--- src/rtl/lifo_fifo_buf_if.sv ---
// Handshake/data bundle between a producer/consumer and the lifo_fifo_buf storage.
interface lifo_fifo_buf_if #(
  parameter int DEPTH  = 6,
  parameter int DATA_W = 10
);
  logic                         write;
  logic [DATA_W-1:0]            datain;
  logic                         read;
  logic                         mode_load;
  logic                         mode_in;
  logic                         clear_err;
  logic [DATA_W-1:0]            dataout;
  logic                         val;
  logic                         full;
  logic                         empty;
  logic [$clog2(DEPTH+1)-1:0]   count;
  logic                         mode;
  logic                         ovf;
  logic                         udf;

  modport master (
    output write, datain, read, mode_load, mode_in, clear_err,
    input  dataout, val, full, empty, count, mode, ovf, udf
  );

  modport slave (
    input  write, datain, read, mode_load, mode_in, clear_err,
    output dataout, val, full, empty, count, mode, ovf, udf
  );
endinterface

--- src/rtl/lifo_fifo_buf.sv ---
// Run-time selectable LIFO/FIFO buffer with occupancy, sticky error flags
// and defined simultaneous read/write behaviour in both orders.
module lifo_fifo_buf #(
  parameter int       DEPTH    = 6,
  parameter int       DATA_W   = 10,
  parameter bit       MODE_RST = 1'b1
) (
  input logic               clk,
  input logic               reset,
  lifo_fifo_buf_if.slave    bus
);
  localparam int CW = $clog2(DEPTH + 1);
  localparam int PW = $clog2(DEPTH);

  logic [DATA_W-1:0] mem_r [DEPTH];
  logic [CW-1:0]     count_r;
  logic [PW-1:0]     wr_ptr_r;
  logic [PW-1:0]     rd_ptr_r;
  logic              mode_r;
  logic [DATA_W-1:0] dataout_r;
  logic              val_r;
  logic              ovf_r;
  logic              udf_r;

  logic              full_s;
  logic              empty_s;
  logic              push_s;
  logic              pop_s;
  logic              pass_s;
  logic              swap_s;
  logic              ovf_set_s;
  logic              udf_set_s;
  logic              mode_ok_s;
  logic              mem_we_s;
  logic [PW-1:0]     wr_addr_s;
  logic [PW-1:0]     rd_addr_s;

  // FIFO pointers wrap by explicit compare so DEPTH need not be a power of two.
  function automatic logic [PW-1:0] ptr_inc(input logic [PW-1:0] p);
    if (p == PW'(DEPTH - 1)) begin
      return '0;
    end else begin
      return p + PW'(1);
    end
  endfunction

  assign full_s  = (count_r == CW'(DEPTH));
  assign empty_s = (count_r == CW'(0));

  // Decode the per-cycle operation and the storage addresses it touches.
  always_comb begin
    push_s    = 1'b0;
    pop_s     = 1'b0;
    pass_s    = 1'b0;
    swap_s    = 1'b0;
    ovf_set_s = 1'b0;
    udf_set_s = 1'b0;
    case ({bus.write, bus.read})
      2'b10: begin
        push_s    = ~full_s;
        ovf_set_s = full_s;
      end
      2'b01: begin
        pop_s     = ~empty_s;
        udf_set_s = empty_s;
      end
      2'b11: begin
        // LIFO, or an empty FIFO, hands the incoming word straight through.
        if (mode_r || empty_s) begin
          pass_s = 1'b1;
        end else begin
          swap_s = 1'b1;
        end
      end
      default: begin
        push_s = 1'b0;
      end
    endcase
    mode_ok_s = bus.mode_load & empty_s & ~bus.read & ~bus.write;
    mem_we_s  = push_s | swap_s;
    if (mode_r) begin
      wr_addr_s = PW'(count_r);
      rd_addr_s = PW'(count_r - CW'(1));
    end else begin
      wr_addr_s = wr_ptr_r;
      rd_addr_s = rd_ptr_r;
    end
  end

  // Storage array; contents are not reset, occupancy tracking makes them don't-care.
  always_ff @(posedge clk) begin
    if (mem_we_s) begin
      mem_r[wr_addr_s] <= bus.datain;
    end
  end

  // Control state, registered outputs and sticky error flags.
  always_ff @(posedge clk or posedge reset) begin
    if (reset) begin
      count_r   <= '0;
      wr_ptr_r  <= '0;
      rd_ptr_r  <= '0;
      mode_r    <= MODE_RST;
      dataout_r <= '0;
      val_r     <= 1'b0;
      ovf_r     <= 1'b0;
      udf_r     <= 1'b0;
    end else begin
      val_r <= pop_s | pass_s | swap_s;

      if (pop_s || swap_s) begin
        dataout_r <= mem_r[rd_addr_s];
      end else if (pass_s) begin
        dataout_r <= bus.datain;
      end else begin
        dataout_r <= dataout_r;
      end

      if (push_s) begin
        count_r <= count_r + CW'(1);
      end else if (pop_s) begin
        count_r <= count_r - CW'(1);
      end else begin
        count_r <= count_r;
      end

      if (mode_ok_s) begin
        mode_r   <= bus.mode_in;
        wr_ptr_r <= '0;
        rd_ptr_r <= '0;
      end else if (!mode_r) begin
        if (push_s || swap_s) begin
          wr_ptr_r <= ptr_inc(wr_ptr_r);
        end else begin
          wr_ptr_r <= wr_ptr_r;
        end
        if (pop_s || swap_s) begin
          rd_ptr_r <= ptr_inc(rd_ptr_r);
        end else begin
          rd_ptr_r <= rd_ptr_r;
        end
      end else begin
        wr_ptr_r <= wr_ptr_r;
        rd_ptr_r <= rd_ptr_r;
      end

      // A fresh error in the same cycle as clear_err keeps the flag set.
      if (ovf_set_s) begin
        ovf_r <= 1'b1;
      end else if (bus.clear_err) begin
        ovf_r <= 1'b0;
      end else begin
        ovf_r <= ovf_r;
      end

      if (udf_set_s) begin
        udf_r <= 1'b1;
      end else if (bus.clear_err) begin
        udf_r <= 1'b0;
      end else begin
        udf_r <= udf_r;
      end
    end
  end

  assign bus.dataout = dataout_r;
  assign bus.val     = val_r;
  assign bus.full    = full_s;
  assign bus.empty   = empty_s;
  assign bus.count   = count_r;
  assign bus.mode    = mode_r;
  assign bus.ovf     = ovf_r;
  assign bus.udf     = udf_r;
endmodule

--- src/flat_wrapper.sv ---
// flat-port wrapper written by rule: the top's interface ports become plain ports
module lifo_fifo_buf_flat 
#(
  parameter int       DEPTH    = 6,
  parameter int       DATA_W   = 10,
  parameter bit       MODE_RST = 1'b1
)
  (clk, reset, bus_write, bus_datain, bus_read, bus_mode_load, bus_mode_in, bus_clear_err, bus_dataout, bus_val, bus_full, bus_empty, bus_count, bus_mode, bus_ovf, bus_udf);
  lifo_fifo_buf_if #(.DEPTH(DEPTH), .DATA_W(DATA_W)) bus_i ();
  input logic clk;
  input logic reset;
  input wire logic [$bits(bus_i.write)-1:0] bus_write;
  input wire logic [$bits(bus_i.datain)-1:0] bus_datain;
  input wire logic [$bits(bus_i.read)-1:0] bus_read;
  input wire logic [$bits(bus_i.mode_load)-1:0] bus_mode_load;
  input wire logic [$bits(bus_i.mode_in)-1:0] bus_mode_in;
  input wire logic [$bits(bus_i.clear_err)-1:0] bus_clear_err;
  output wire logic [$bits(bus_i.dataout)-1:0] bus_dataout;
  output wire logic [$bits(bus_i.val)-1:0] bus_val;
  output wire logic [$bits(bus_i.full)-1:0] bus_full;
  output wire logic [$bits(bus_i.empty)-1:0] bus_empty;
  output wire logic [$bits(bus_i.count)-1:0] bus_count;
  output wire logic [$bits(bus_i.mode)-1:0] bus_mode;
  output wire logic [$bits(bus_i.ovf)-1:0] bus_ovf;
  output wire logic [$bits(bus_i.udf)-1:0] bus_udf;
  assign bus_i.write = bus_write;
  assign bus_i.datain = bus_datain;
  assign bus_i.read = bus_read;
  assign bus_i.mode_load = bus_mode_load;
  assign bus_i.mode_in = bus_mode_in;
  assign bus_i.clear_err = bus_clear_err;
  assign bus_dataout = bus_i.dataout;
  assign bus_val = bus_i.val;
  assign bus_full = bus_i.full;
  assign bus_empty = bus_i.empty;
  assign bus_count = bus_i.count;
  assign bus_mode = bus_i.mode;
  assign bus_ovf = bus_i.ovf;
  assign bus_udf = bus_i.udf;
  lifo_fifo_buf #(.DEPTH(DEPTH), .DATA_W(DATA_W), .MODE_RST(MODE_RST)) u_core (.clk(clk), .reset(reset), .bus(bus_i));
endmodule
--- config.mk ---
export PLATFORM = sky130hd
export DESIGN_NAME = lifo_fifo_buf_flat
export DESIGN_NICKNAME = d
export VERILOG_FILES = /design/src/rtl/lifo_fifo_buf_if.sv /design/src/rtl/lifo_fifo_buf.sv /design/src/flat_wrapper.sv
export SDC_FILE = /design/constraint.sdc
export NUM_CORES = 1
export LEC_CHECK = 0
export ABC_CLOCK_PERIOD_IN_PS = 2300
export CORE_ASPECT_RATIO = 0.6
export CORE_MARGIN = 2
export CORE_UTILIZATION = 30
export DETAILED_ROUTE_END_ITERATION = 12
export GPL_TIMING_DRIVEN = 0
export SYNTH_ARGS = -nofsm -noshare
export SYNTH_HDL_FRONTEND = slang
export SYNTH_SLANG_ARGS = --single-unit
--- constraint.sdc ---
create_clock -name clk -period 2.3 [get_ports clk]
set_clock_uncertainty 0.05 [all_clocks]
set_input_delay 0.69 -clock clk [delete_from_list [all_inputs] [get_ports clk]]
set_output_delay 0.69 -clock clk [all_outputs]
set_load 0.02 [all_outputs]
Fig. 1: run 1, signal wires on met1
Bar = 50 um. Supply wires on this layer in grey.
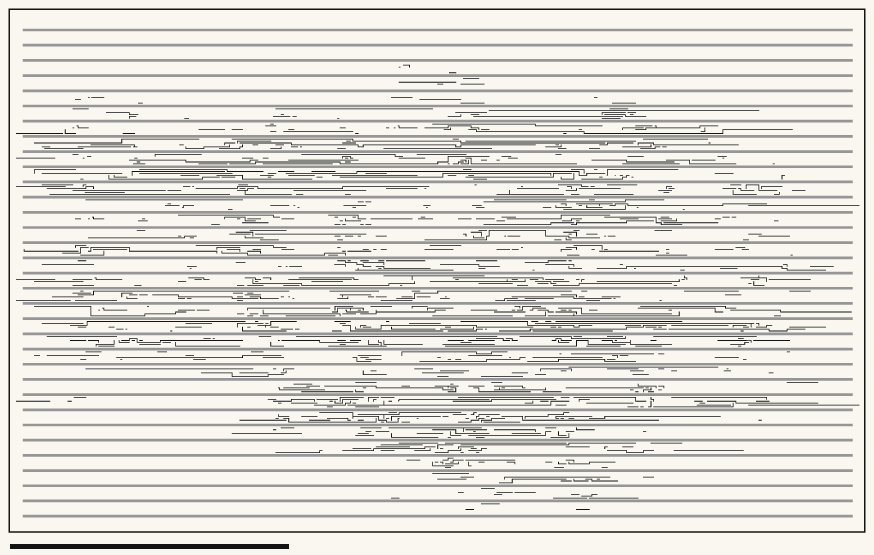
nets with wire on the layer	361
share of all routed wire	49%
longest straight run	48.3 um
main direction	horizontal
wire length on this layer	5,000 um
total via count after detailed routing: 2,732
Routed WL: 10,200 um
met1 track demand over resource in global routing: 22.4%

Fig. 2: run 1, met2 routing
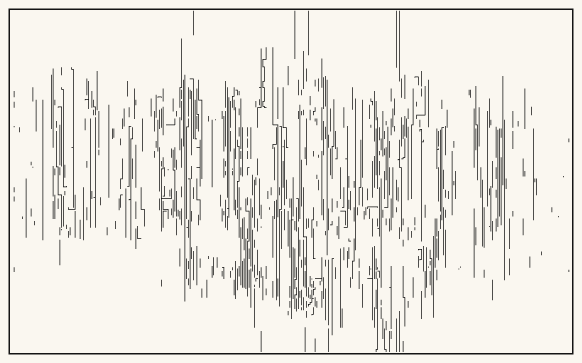
share of all routed wire	42%
main direction	vertical
wire length on this layer	4,320 um
longest straight run	61.5 um
nets with wire on the layer	321
met2 Track Usage GR: 22.3%

Fig. 3: run 1, the metal 3 layer
Bar = 50 um.
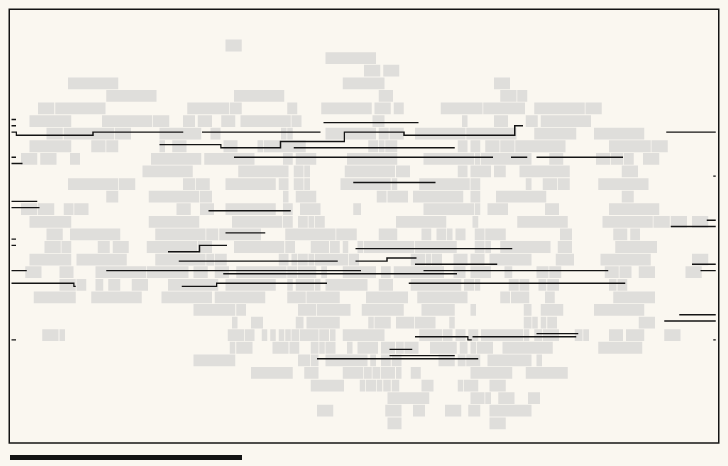
main direction	horizontal
share of all routed wire	8.2%
longest straight run	55.7 um
met3 track demand over resource: 4.31%

Fig. 4: run 1, logic cells by family
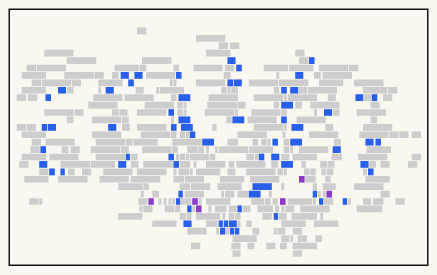
colour	family	cells
purple	and/or cells	6
blue	aoi and oai cells	67
count of non-filler cells in the finished layout: 546
most numerous logic cell after layout: edfxtp_1
multi-input combinational area share: 30.6%

==> run summary, run 1 <==
Physical implementation status

The synthesized area per cell stands at about 13 sq um. According to the finish report, the design has a final net count of roughly 390. From synthesis to final layout, the design area changed by 28.1%. The number of antenna violations at the first check in global routing stands at 0. The combinational power reported by the tool is slightly below 4 mW. The flip-flop count of the largest register, all copies and words added stands at roughly 60. The switching component of the power was reported as slightly above 3 mW. Summing the areas of all compound-gate instances in the mapped netlist gives 19.9% of the synthesized area. The required time at the worst endpoint is listed as 1.56 ns. The I/O pin total stands at 36. The clock latency reported for the late side of the worst-skew pair stands at roughly 0.34 ns.

The count of plain and timing-repair buffers stands at 57. After synthesis the cells add up to between 3000 and 4000 sq um. The non-clock buffering overhead in the final layout stands at between 10 and 15%. The die width stands at about 150 um. The run finished with clean final reports.

The synthesized-area fraction occupied by adder cells stands at around 1.3%. 0 antenna diodes ended up in the layout. The first global-routing pass estimated about 16,000 um of wire.

The worst slew margin relative to its limit stands at around a quarter. In this run, the combinational gates consume approximately half of the power. From bottom edge to top edge, the die measures 93.3 um.
[run 1: worst paths after layout]
kind | depth (start not counted) | startpoint | slack (ns) | to
max in group asynchronous | 2 | reset | 0.58 | u_core.bus.count[0]
min in group asynchronous | 2 | reset | 0.87 | u_core.bus.dataout[5]
min reg2reg | 1 | u_core.wr_ptr_r[0] | 0.42 | u_core.wr_ptr_r[0]
max reg2reg | 8 | u_core.bus.mode | 0.14 | u_core.mem_r[3][6]
min | 1 | u_core.wr_ptr_r[0] | 0.42 | u_core.wr_ptr_r[0]
max | 6 | u_core.bus.count[0] | 0.07 | bus_empty
[run 1: layer usage]
layer | wire, um | track usage, % | vias up
met5 | 0 | 0 | -
met4 | 61 | 4.01 | 0
met3 | 837 | 4.31 | 4
met2 | 4320 | 22.3 | 81
met1 | 5000 | 22.4 | 1359
li1 | - | - | 1288
--- run 2 (diff from run 1) ---
--- a/config.mk
+++ b/config.mk
@@ -11,6 +11,7 @@
 export CORE_UTILIZATION = 30
 export DETAILED_ROUTE_END_ITERATION = 12
 export GPL_TIMING_DRIVEN = 0
+export SLEW_MARGIN = 15
 export SYNTH_ARGS = -nofsm -noshare
 export SYNTH_HDL_FRONTEND = slang
 export SYNTH_SLANG_ARGS = --single-unit
Fig. 5: run 2, the metal 3 layer
Bar = 50 um.
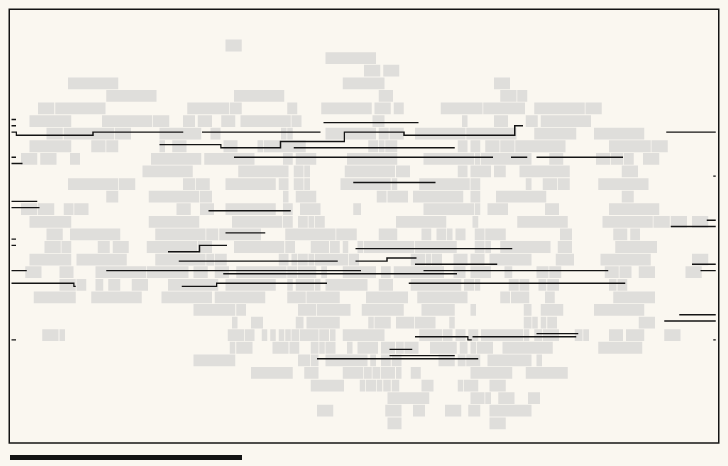
share of all routed wire	8.2%
longest straight run	55.7 um
main direction	horizontal
wire length on this layer	838 um
nets with wire on the layer	38

Fig. 6: run 2, clock wiring as the flow saved it
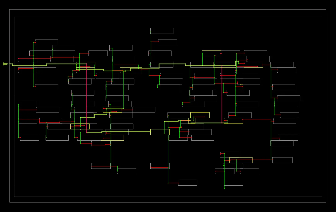
clock insertion delay at the later pin of the skew report: 0.34 ns
Clock net power: 1.63 mW
TritonCTS sink count: 83
CTS buffer count: 9

==> run summary, run 2 <==
Physical implementation status

STA puts the critical path data required time at ~1.6 ns. Along the worst hold path, the cell count comes to 1. The flow measured a signed area growth from synthesis to layout of 28.1%. The final report lists a non-filler cell total of 546. The count of plain and timing-repair buffers stands at approximately 57. The combinational power reported by the tool is ~4 mW. The flow reports that combinational logic draws approximately half of the design power. The worst register-to-register path has a setup slack of ~0.14 ns. The die width stands at about 150 um. Per the final report, the share of cell area in non-clock buffers is 11.4%. The first global-routing pass estimated roughly 16,000 um of wire.

In the synthesized netlist the async set-or-reset flop fraction comes to ~28%. The floorplan step set the die height to roughly 93 um. For the worst min-delay path, the startpoint reported by OpenROAD is u_core.wr_ptr_r[0].

Summing over every cut layer, the via total after detailed routing is 2,732. The most critical setup path has its endpoint at bus_empty. Leaving out fill and tap cells, the most frequent cell in the layout is edfxtp_1. The synthesized area per cell stands at roughly 13 sq um. For this run, the post-layout net count is around 390. 36 I/O pins were placed. The critical path starts at u_core.bus.count[0]. The worst register-to-register path has a depth of 8. The synthesized netlist occupies a cell area of 3990 sq um. For hold timing, the worst endpoint is u_core.wr_ptr_r[0]. The flip-flop count of the largest register, all copies and words added stands at 60.

The flow ran to the end, and the final reports show no timing, DRC or antenna violations. The logic share of the area stands at about 31%. The number of logic stages on the critical path including buffering stands at 6.

The aggregate routed wire length stands at 10,200 um.
-- run 2: cell counts after synthesis --
No cell type changed its count.
-- run 2: metal layers --
layer	up-vias	wire length, um	global-route usage [%]
li1	1288	-	-
met5	-	0	0
met2	81	4320	22.3
met4	0	61	4.01
met1	1359	5000	22.4
met3	4	837	4.31
-- run 2: logic make-up (layout without fill, tap and decap cells) --
logic type | after synthesis | after routing | synth area share [%]
AND/OR/NAND/NOR | 90 | 90 | 11.6
flip-flops | 83 | 83 | 59.6
multiplexers | 15 | 15 | 3.76
adder cells (fa/ha/maj) | 4 | 4 | 1.25
AND-OR/OR-AND | 101 | 101 | 19.9
XOR/XNOR | 2 | 2 | 0.439
buffers and inverters | 24 | 81 | 3.42
--- run 3 (diff from run 2) ---
--- a/config.mk
+++ b/config.mk
@@ -9,6 +9,7 @@
 export CORE_ASPECT_RATIO = 0.6
 export CORE_MARGIN = 2
 export CORE_UTILIZATION = 30
+export CTS_CLUSTER_SIZE = 10
 export DETAILED_ROUTE_END_ITERATION = 12
 export GPL_TIMING_DRIVEN = 0
 export SLEW_MARGIN = 15
Fig. 7: run 3, logic cells by family
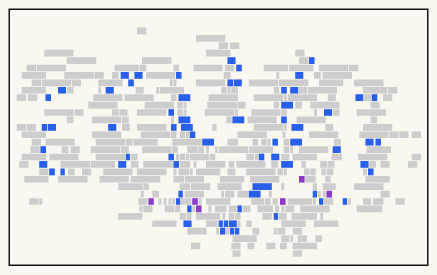
colour	family	cells
blue	aoi and oai cells	67
purple	and/or cells	6

Fig. 8: run 3, the metal 3 layer
Bar = 50 um.
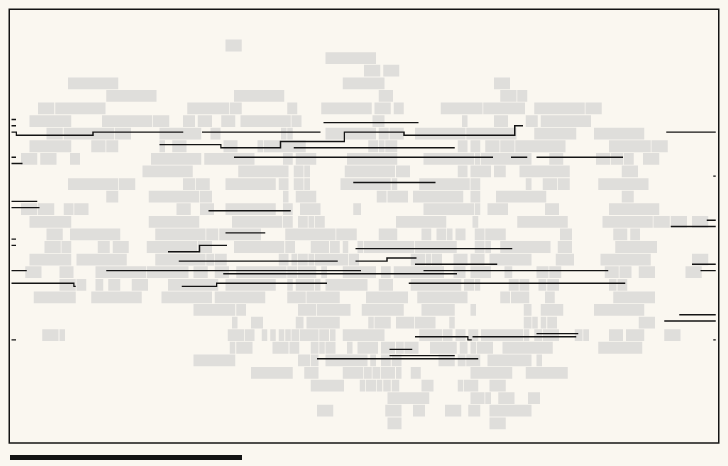

==> run summary, run 3 <==
Physical implementation status

The flow ran to the end, and the final reports show no timing, DRC or antenna violations. The number of cells on the worst hold path is listed as 1. After layout, the worst setup slack is between 0.07 and 0.08 ns. In this run the layout overhead on the synthesized area is reported as 28.1%. In this run the worst setup path terminates at bus_empty. The clock latency reported for the late side of the worst-skew pair stands at roughly 0.34 ns.

The highest metal layer carrying signal wires in the routed design is met4. The wire length of the first global-routing pass stands at between 15,000 and 20,000 um. The worst slew margin relative to its limit stands at 30.1%. The number of cell rows stands at 32. Across the whole layout, multi-input logic makes up 30.6% of the cell area. Per the OpenROAD floorplan log, the height of the die is a little over 90 um. The cell area that synthesis handed to floorplanning was about 4000 sq um. The critical path is of the reg2out type. In this run the most critical hold path is launched from u_core.wr_ptr_r[0].

The clock sink count stands at roughly 83. During synthesis, Yosys emitted a total of 0 warnings. The top cell type in the final layout, fill and taps aside, is edfxtp_1. The level count of the clock H-tree stands at 3.

The number of cell instances on the worst register-to-register path stands at 8. The OpenROAD report gives the critical path a required time of about 1.6 ns. The count of instances resized after the clock tree is built stands at 20. Routing resource usage on met3 recorded by global route was 4.31%. The worst register-to-register path ends at u_core.mem_r[3][6]. For reference, the critical path is launched at u_core.bus.count[0]. The non-clock buffering overhead in the final layout stands at between 10% and 20%.

On met2, the global router reports a usage of 22.3%. Looking at the reg2reg group, the worst path starts from u_core.bus.mode. The global routing stage identified its most utilized layer as met1. The number of diodes stands at 0.

The number of antenna violations at the first check in global routing was 0. The synthesized area per cell stands at between 10 and 15 sq um. Counting buffers and inverters, the worst setup path is 6 cells deep. The count of plain and timing-repair buffers stands at 57. The path with the worst hold slack has its endpoint at u_core.wr_ptr_r[0]. Post-synthesis, Yosys gives the total cell area as 3990 sq um.

The share of flip-flops with an asynchronous set or reset stands at 27.7%. The final net count stands at around 400. Detailed routing placed a total of approximately 4300 um of wire on met2. In the post-route report, total wirelength is listed as between 10,000 and 15,000 um.

The flip-flop count of the largest register, all copies and words added stands at 60. The vias after detailed routing stands at around 2,700. The detailed route wirelength on metal3 stands at approximately 840 um. In the per-layer summary, the met1 wirelength comes to 5000 um. The signal arrival time at the worst endpoint stands at between 1 and 1.5 ns. The die is roughly 150 um wide.

The met1 routing resource usage after global routing stands at between 20% and 30%.
run 3: through the flow:
step	TNS [ns]	area (sq um)	instances
6_report	0	5110	546
5_1_grt	0	5110	546
4_1_cts	0	5010	543
3_5_place_dp	-47.02	4580	524
3_3_place_gp	-45.05	4580	524
2_1_floorplan	0	4020	319
run 3: logic make-up (layout without fill, tap and decap cells):
logic type	count (synthesis)	in the layout	share of synthesized area [%]
flops	83	83	59.6
fa+ha+maj	4	4	1.25
buf+inv	24	81	3.42
simple gates	90	90	11.6
xor+xnor	2	2	0.439
mux	15	15	3.76
compound gates	101	101	19.9
run 3: power by group:
part	switching, mW	internal, mW	leakage (nW)
clock	0.563	1.06	0.161
sequential	0.168	1.93	0.812
combinational	2.29	1.67	0.859
total	3.02	4.66	1.83
Power is estimated from default activity; no workload was simulated.
